[src/rtl/parser_conf_arbiter.sv]
// parser_conf_arbiter: shares the parser rule-configuration bus between
// REQ_NUM requesters using round-robin grant with burst lock. Read data is
// returned to the requester that issued the read.
// Optional read watchdog: define PARSER_CONF_RD_TIMEOUT_EN.
module parser_conf_arbiter #(
  parameter int REQ_NUM    = 2,
  parameter int ID_WIDTH   = $clog2(REQ_NUM),
  parameter int RD_TIMEOUT = 64
) (
  input  logic                    i_clk,
  input  logic                    i_rst,
  input  logic [REQ_NUM-1:0]      i_req_valid,
  input  logic [REQ_NUM-1:0]      i_req_write,
  input  logic [REQ_NUM-1:0]      i_req_last,
  input  logic [REQ_NUM*32-1:0]   i_req_addr,
  input  logic [REQ_NUM*32-1:0]   i_req_wdata,
  output logic [REQ_NUM-1:0]      o_req_ready,
  output logic [REQ_NUM-1:0]      o_rsp_valid,
  output logic [31:0]             o_rsp_rdata,
  output logic                    o_rsp_err,
  output logic                    o_rule_wren,
  output logic                    o_rule_rden,
  output logic [31:0]             o_rule_addr,
  output logic [31:0]             o_rule_wdata,
  input  logic                    i_rule_rdata_valid,
  input  logic [31:0]             i_rule_rdata,
  output logic                    o_busy,
  output logic [ID_WIDTH-1:0]     o_grant_id
);

  typedef enum logic [1:0] {
    IDLE    = 2'd0,
    GRANT   = 2'd1,
    RD_WAIT = 2'd2
  } state_t;

  state_t              r_state;
  state_t              w_state_nxt;
  logic [ID_WIDTH-1:0] r_grant_id;
  logic [ID_WIDTH-1:0] r_rr_ptr;
  logic                r_last;
  logic                r_wren;
  logic                r_rden;
  logic [31:0]         r_addr;
  logic [31:0]         r_wdata;
  logic [REQ_NUM-1:0]  r_rsp_valid;
  logic [31:0]         r_rsp_rdata;

  logic [REQ_NUM-1:0]  w_gnt_onehot;
  logic                w_sel_valid;
  logic                w_sel_write;
  logic                w_sel_last;
  logic [31:0]         w_sel_addr;
  logic [31:0]         w_sel_wdata;
  logic                w_found_hi;
  logic                w_found_lo;
  logic [ID_WIDTH-1:0] w_pick_hi;
  logic [ID_WIDTH-1:0] w_pick_lo;
  logic [ID_WIDTH-1:0] w_pick;
  logic [ID_WIDTH-1:0] w_next_ptr;
  logic                w_any;
  logic                w_hs;
  logic                w_rd_accept;
  logic                w_tmo;
  logic                w_release;

  // Select the granted requester's beat fields and build the grant one-hot
  always_comb begin
    w_gnt_onehot = '0;
    w_sel_valid  = 1'b0;
    w_sel_write  = 1'b0;
    w_sel_last   = 1'b0;
    w_sel_addr   = '0;
    w_sel_wdata  = '0;
    for (int unsigned k = 0; k < REQ_NUM; k++) begin
      if (ID_WIDTH'(k) == r_grant_id) begin
        w_gnt_onehot[k] = 1'b1;
        w_sel_valid     = i_req_valid[k];
        w_sel_write     = i_req_write[k];
        w_sel_last      = i_req_last[k];
        w_sel_addr      = i_req_addr[k*32 +: 32];
        w_sel_wdata     = i_req_wdata[k*32 +: 32];
      end
    end
  end

  // Round-robin pick: lowest valid at or above rr_ptr, else lowest valid overall
  always_comb begin
    w_found_hi = 1'b0;
    w_found_lo = 1'b0;
    w_pick_hi  = '0;
    w_pick_lo  = '0;
    for (int unsigned k = 0; k < REQ_NUM; k++) begin
      if (i_req_valid[k] && !w_found_lo) begin
        w_found_lo = 1'b1;
        w_pick_lo  = ID_WIDTH'(k);
      end
      if (i_req_valid[k] && (k >= 32'(r_rr_ptr)) && !w_found_hi) begin
        w_found_hi = 1'b1;
        w_pick_hi  = ID_WIDTH'(k);
      end
    end
    w_pick = w_found_hi ? w_pick_hi : w_pick_lo;
  end

  assign w_any       = |i_req_valid;
  assign w_hs        = (r_state == GRANT) && w_sel_valid;
  assign w_rd_accept = (r_state == RD_WAIT) && i_rule_rdata_valid;
  assign w_next_ptr  = (r_grant_id == ID_WIDTH'(REQ_NUM - 1)) ? '0 : r_grant_id + 1'b1;

`ifdef PARSER_CONF_RD_TIMEOUT_EN
  localparam int TMO_W = $clog2(RD_TIMEOUT + 1);
  logic [TMO_W-1:0] r_tmo_cnt;
  logic             r_rsp_err;

  // Watchdog: restart on RD_WAIT entry, count RD_WAIT cycles without data
  always_ff @(posedge i_clk) begin
    if (i_rst) begin
      r_tmo_cnt <= '0;
    end else if (w_hs && !w_sel_write) begin
      r_tmo_cnt <= '0;
    end else if ((r_state == RD_WAIT) && !i_rule_rdata_valid) begin
      r_tmo_cnt <= r_tmo_cnt + 1'b1;
    end
  end

  // Counter reaches RD_TIMEOUT on the same edge the error response is registered
  assign w_tmo = (r_state == RD_WAIT) && !i_rule_rdata_valid &&
                 (r_tmo_cnt == TMO_W'(RD_TIMEOUT - 1));

  // Error flag accompanies each response pulse
  always_ff @(posedge i_clk) begin
    if (i_rst) begin
      r_rsp_err <= 1'b0;
    end else if (w_rd_accept) begin
      r_rsp_err <= 1'b0;
    end else if (w_tmo) begin
      r_rsp_err <= 1'b1;
    end
  end

  assign o_rsp_err = r_rsp_err;
`else
  assign w_tmo     = 1'b0;
  assign o_rsp_err = 1'b0;
`endif

  // Next-state logic; w_release marks the end of a burst
  always_comb begin
    w_state_nxt = r_state;
    w_release   = 1'b0;
    unique case (r_state)
      IDLE: begin
        if (w_any) w_state_nxt = GRANT;
      end
      GRANT: begin
        if (w_hs) begin
          if (!w_sel_write) begin
            w_state_nxt = RD_WAIT;
          end else if (w_sel_last) begin
            w_state_nxt = IDLE;
            w_release   = 1'b1;
          end
        end
      end
      RD_WAIT: begin
        if (w_rd_accept || w_tmo) begin
          if (r_last) begin
            w_state_nxt = IDLE;
            w_release   = 1'b1;
          end else begin
            w_state_nxt = GRANT;
          end
        end
      end
      default: w_state_nxt = IDLE;
    endcase
  end

  // State register
  always_ff @(posedge i_clk) begin
    if (i_rst) r_state <= IDLE;
    else       r_state <= w_state_nxt;
  end

  // Grant bookkeeping, bus strobes and read-response registers
  always_ff @(posedge i_clk) begin
    if (i_rst) begin
      r_grant_id  <= '0;
      r_rr_ptr    <= '0;
      r_last      <= 1'b0;
      r_wren      <= 1'b0;
      r_rden      <= 1'b0;
      r_addr      <= '0;
      r_wdata     <= '0;
      r_rsp_valid <= '0;
      r_rsp_rdata <= '0;
    end else begin
      r_wren      <= 1'b0;
      r_rden      <= 1'b0;
      r_rsp_valid <= '0;
      if ((r_state == IDLE) && w_any) begin
        r_grant_id <= w_pick;
      end
      if (w_hs) begin
        r_addr  <= w_sel_addr;
        r_wdata <= w_sel_wdata;
        r_wren  <= w_sel_write;
        r_rden  <= !w_sel_write;
        if (!w_sel_write) r_last <= w_sel_last;
      end
      if (w_rd_accept) begin
        r_rsp_valid <= w_gnt_onehot;
        r_rsp_rdata <= i_rule_rdata;
      end else if (w_tmo) begin
        r_rsp_valid <= w_gnt_onehot;
        r_rsp_rdata <= 32'hDEAD_BEEF;
      end
      if (w_release) begin
        r_rr_ptr <= w_next_ptr;
      end
    end
  end

  assign o_req_ready  = (r_state == GRANT) ? w_gnt_onehot : '0;
  assign o_rsp_valid  = r_rsp_valid;
  assign o_rsp_rdata  = r_rsp_rdata;
  assign o_rule_wren  = r_wren;
  assign o_rule_rden  = r_rden;
  assign o_rule_addr  = r_addr;
  assign o_rule_wdata = r_wdata;
  assign o_busy       = (r_state != IDLE);
  assign o_grant_id   = r_grant_id;

endmodule
[config.mk]
export PLATFORM = sky130hd
export DESIGN_NAME = parser_conf_arbiter
export DESIGN_NICKNAME = d
export VERILOG_FILES = /design/src/rtl/parser_conf_arbiter.sv
export SDC_FILE = /design/constraint.sdc
export NUM_CORES = 1
export LEC_CHECK = 0
export CELL_PAD_IN_SITES_DETAIL_PLACEMENT = 1
export CELL_PAD_IN_SITES_GLOBAL_PLACEMENT = 2
export CORE_ASPECT_RATIO = 0.6
export CORE_UTILIZATION = 21
export CTS_CLUSTER_DIAMETER = 150
export DETAILED_ROUTE_END_ITERATION = 8
export GPL_ROUTABILITY_DRIVEN = 0
export MAX_ROUTING_LAYER = met4
export PLACE_DENSITY = 0.9
export SYNTH_ARGS = -nofsm -noshare
export SYNTH_HDL_FRONTEND = slang
export SYNTH_SLANG_ARGS = --single-unit
[constraint.sdc]
create_clock -name i_clk -period 1.85 [get_ports i_clk]
set_input_delay 0.185 -clock i_clk [delete_from_list [all_inputs] [get_ports i_clk]]
set_output_delay 0.185 -clock i_clk [all_outputs]
set_load 0.02 [all_outputs]
**Clock nets**

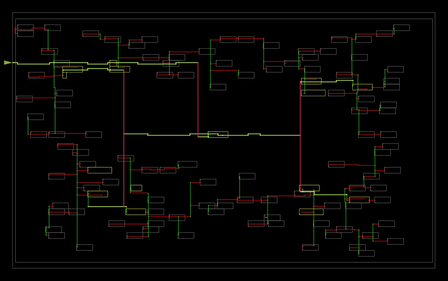
CTS Buf Count: 9
Seq cells: 105
clk sinks: 105

**Sequential cells coloured by netlist name**

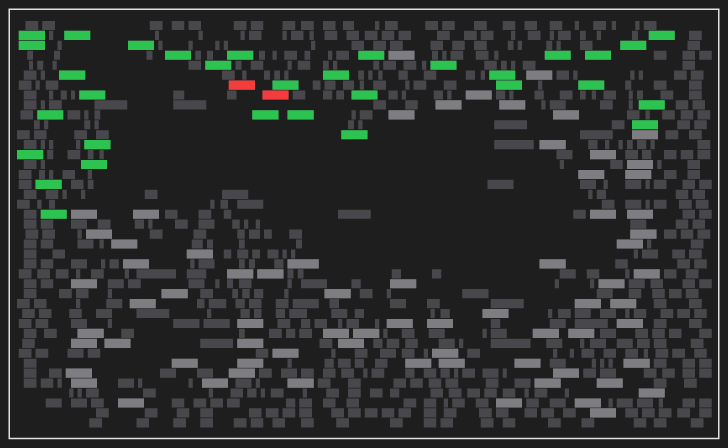
colour	netlist name	flops
red	`o_rsp_valid`	2
green	`o_rsp_rdata`	32
not coloured	71
Flop area: 0.00211 mm²
Seq. pwr: 2.89 mW
final core occ: 0.379
flop share of the area: 0.260

==> ci_impl_report.md <==
### Metrics collected by this job

| Metric | Value |
|---|---|
| Status | `finished clean` |
| Final Critical Period | `1.74 ns` |
| Cells after synthesis | `488` |
| Final WS setup | `0.107 ns` |
| Critical path launch point | `r_state[0]$_SDFFE_PP0P_` |
| Netlist Area Pre-Place | `0.00464 mm²` |
| GR Util met3 | `0.0550` |
| DRC | `0` |
| Final ANT Viol Nets | `0` |
| Clock power frac | `0.257` |
| Largest Pwr Group | `combinational cells` |
| R2r startpoint | `r_state[0]$_SDFFE_PP0P_` |
| Worst setup path class | `reg -> out` |
| Fraction of area in multi-input gates | `0.286` |
| FMAX | `574 MHz` |
| Clk_lat worst skew | `0.35 ns` |
| Clkbuf count | `10` |
| Critical path launch point type | `flip-flop` |
| Wire length per cell | `15.7 µm` |
| Synth top cell by count | `dfxtp_1` |
| Met1 global-route usage | `0.184` |
| Commonest Layout Cell | `clkdlybuf4s50_1` |
| Layout cells sized above 1 | `0.113` |
| Total grt overflow | `0` |
| Vias | `4434` |
| TAP cells | `279` |
| OpenROAD warnings | `29` |
| Leading area contributor after synthesis | `dfxtp_1` |
| Post-synth seq share | `0.453` |
| Synth top area share | `0.453` |
| Clk power | `2.22 mW` |
| Gate power share | `0.409` |
| Post-synth EDFFs | `0` |
| Total global-route track usage | `0.146` |
| Comb gates | `334` |
| Post-Syn Area per Cell | `9.50 µm²` |
| Sw Pwr | `2.91 mW` |
| Initial DRC count | `83` |
registers in the layout, indices dropped and copies added, names as in the netlist:
register	flops
o_grant_id	1
o_rsp_rdata	32
o_rsp_valid	2
o_rule_addr	32
o_rule_rden	1
o_rule_wdata	32
o_rule_wren	1
r_last	1
r_rr_ptr	1
r_state	2
critical path, delay by kind of cell (launching register included):
| family | cells | cell delay (ns) |
|---|---|---|
| fa+ha+maj | 1 | 0.31 |
| flops | 1 | 0.40 |
| simple gates | 1 | 0.14 |
| buf+inv | 1 | 0.35 |
timing repair:
item                                    4_1_cts  5_1_grt
endpoints found under the setup margin        4        3
buffers inserted                              0        2
gates resized                                 5        2
how the worst min path moves through the flow:
stage / from / to / slack [ns] / cells after the start
2_1_floorplan: i_rule_rdata[0] / o_rsp_rdata[0]$_SDFFE_PP0N_ / 0.32 / 2
3_3_place_gp: o_rsp_rdata[1]$_SDFFE_PP0N_ / o_rsp_rdata[1]$_SDFFE_PP0N_ / 0.44 / 2
3_5_place_dp: o_rsp_rdata[6]$_SDFFE_PP0N_ / o_rsp_rdata[6]$_SDFFE_PP0N_ / 0.45 / 2
4_1_cts: i_rst / o_rsp_rdata[11]$_SDFFE_PP0N_ / 0.28 / 2
5_1_grt: i_rst / o_rsp_rdata[19]$_SDFFE_PP0N_ / 0.30 / 2
6_report: i_rst / o_rsp_rdata[11]$_SDFFE_PP0N_ / 0.30 / 2
logic make-up after synthesis:
| family | count (synthesis) | share of synthesized area |
|---|---|---|
| simple gates | 150 | 0.131 |
| compound gates | 111 | 0.209 |
| flops | 105 | 0.453 |
| mux | 68 | 0.147 |
| buf+inv | 49 | 0.0491 |
| fa+ha+maj | 4 | 0.0108 |
| other cells | 1 | 0.000809 |
Power figures rest on the tool's default switching activity, not on a simulated workload.
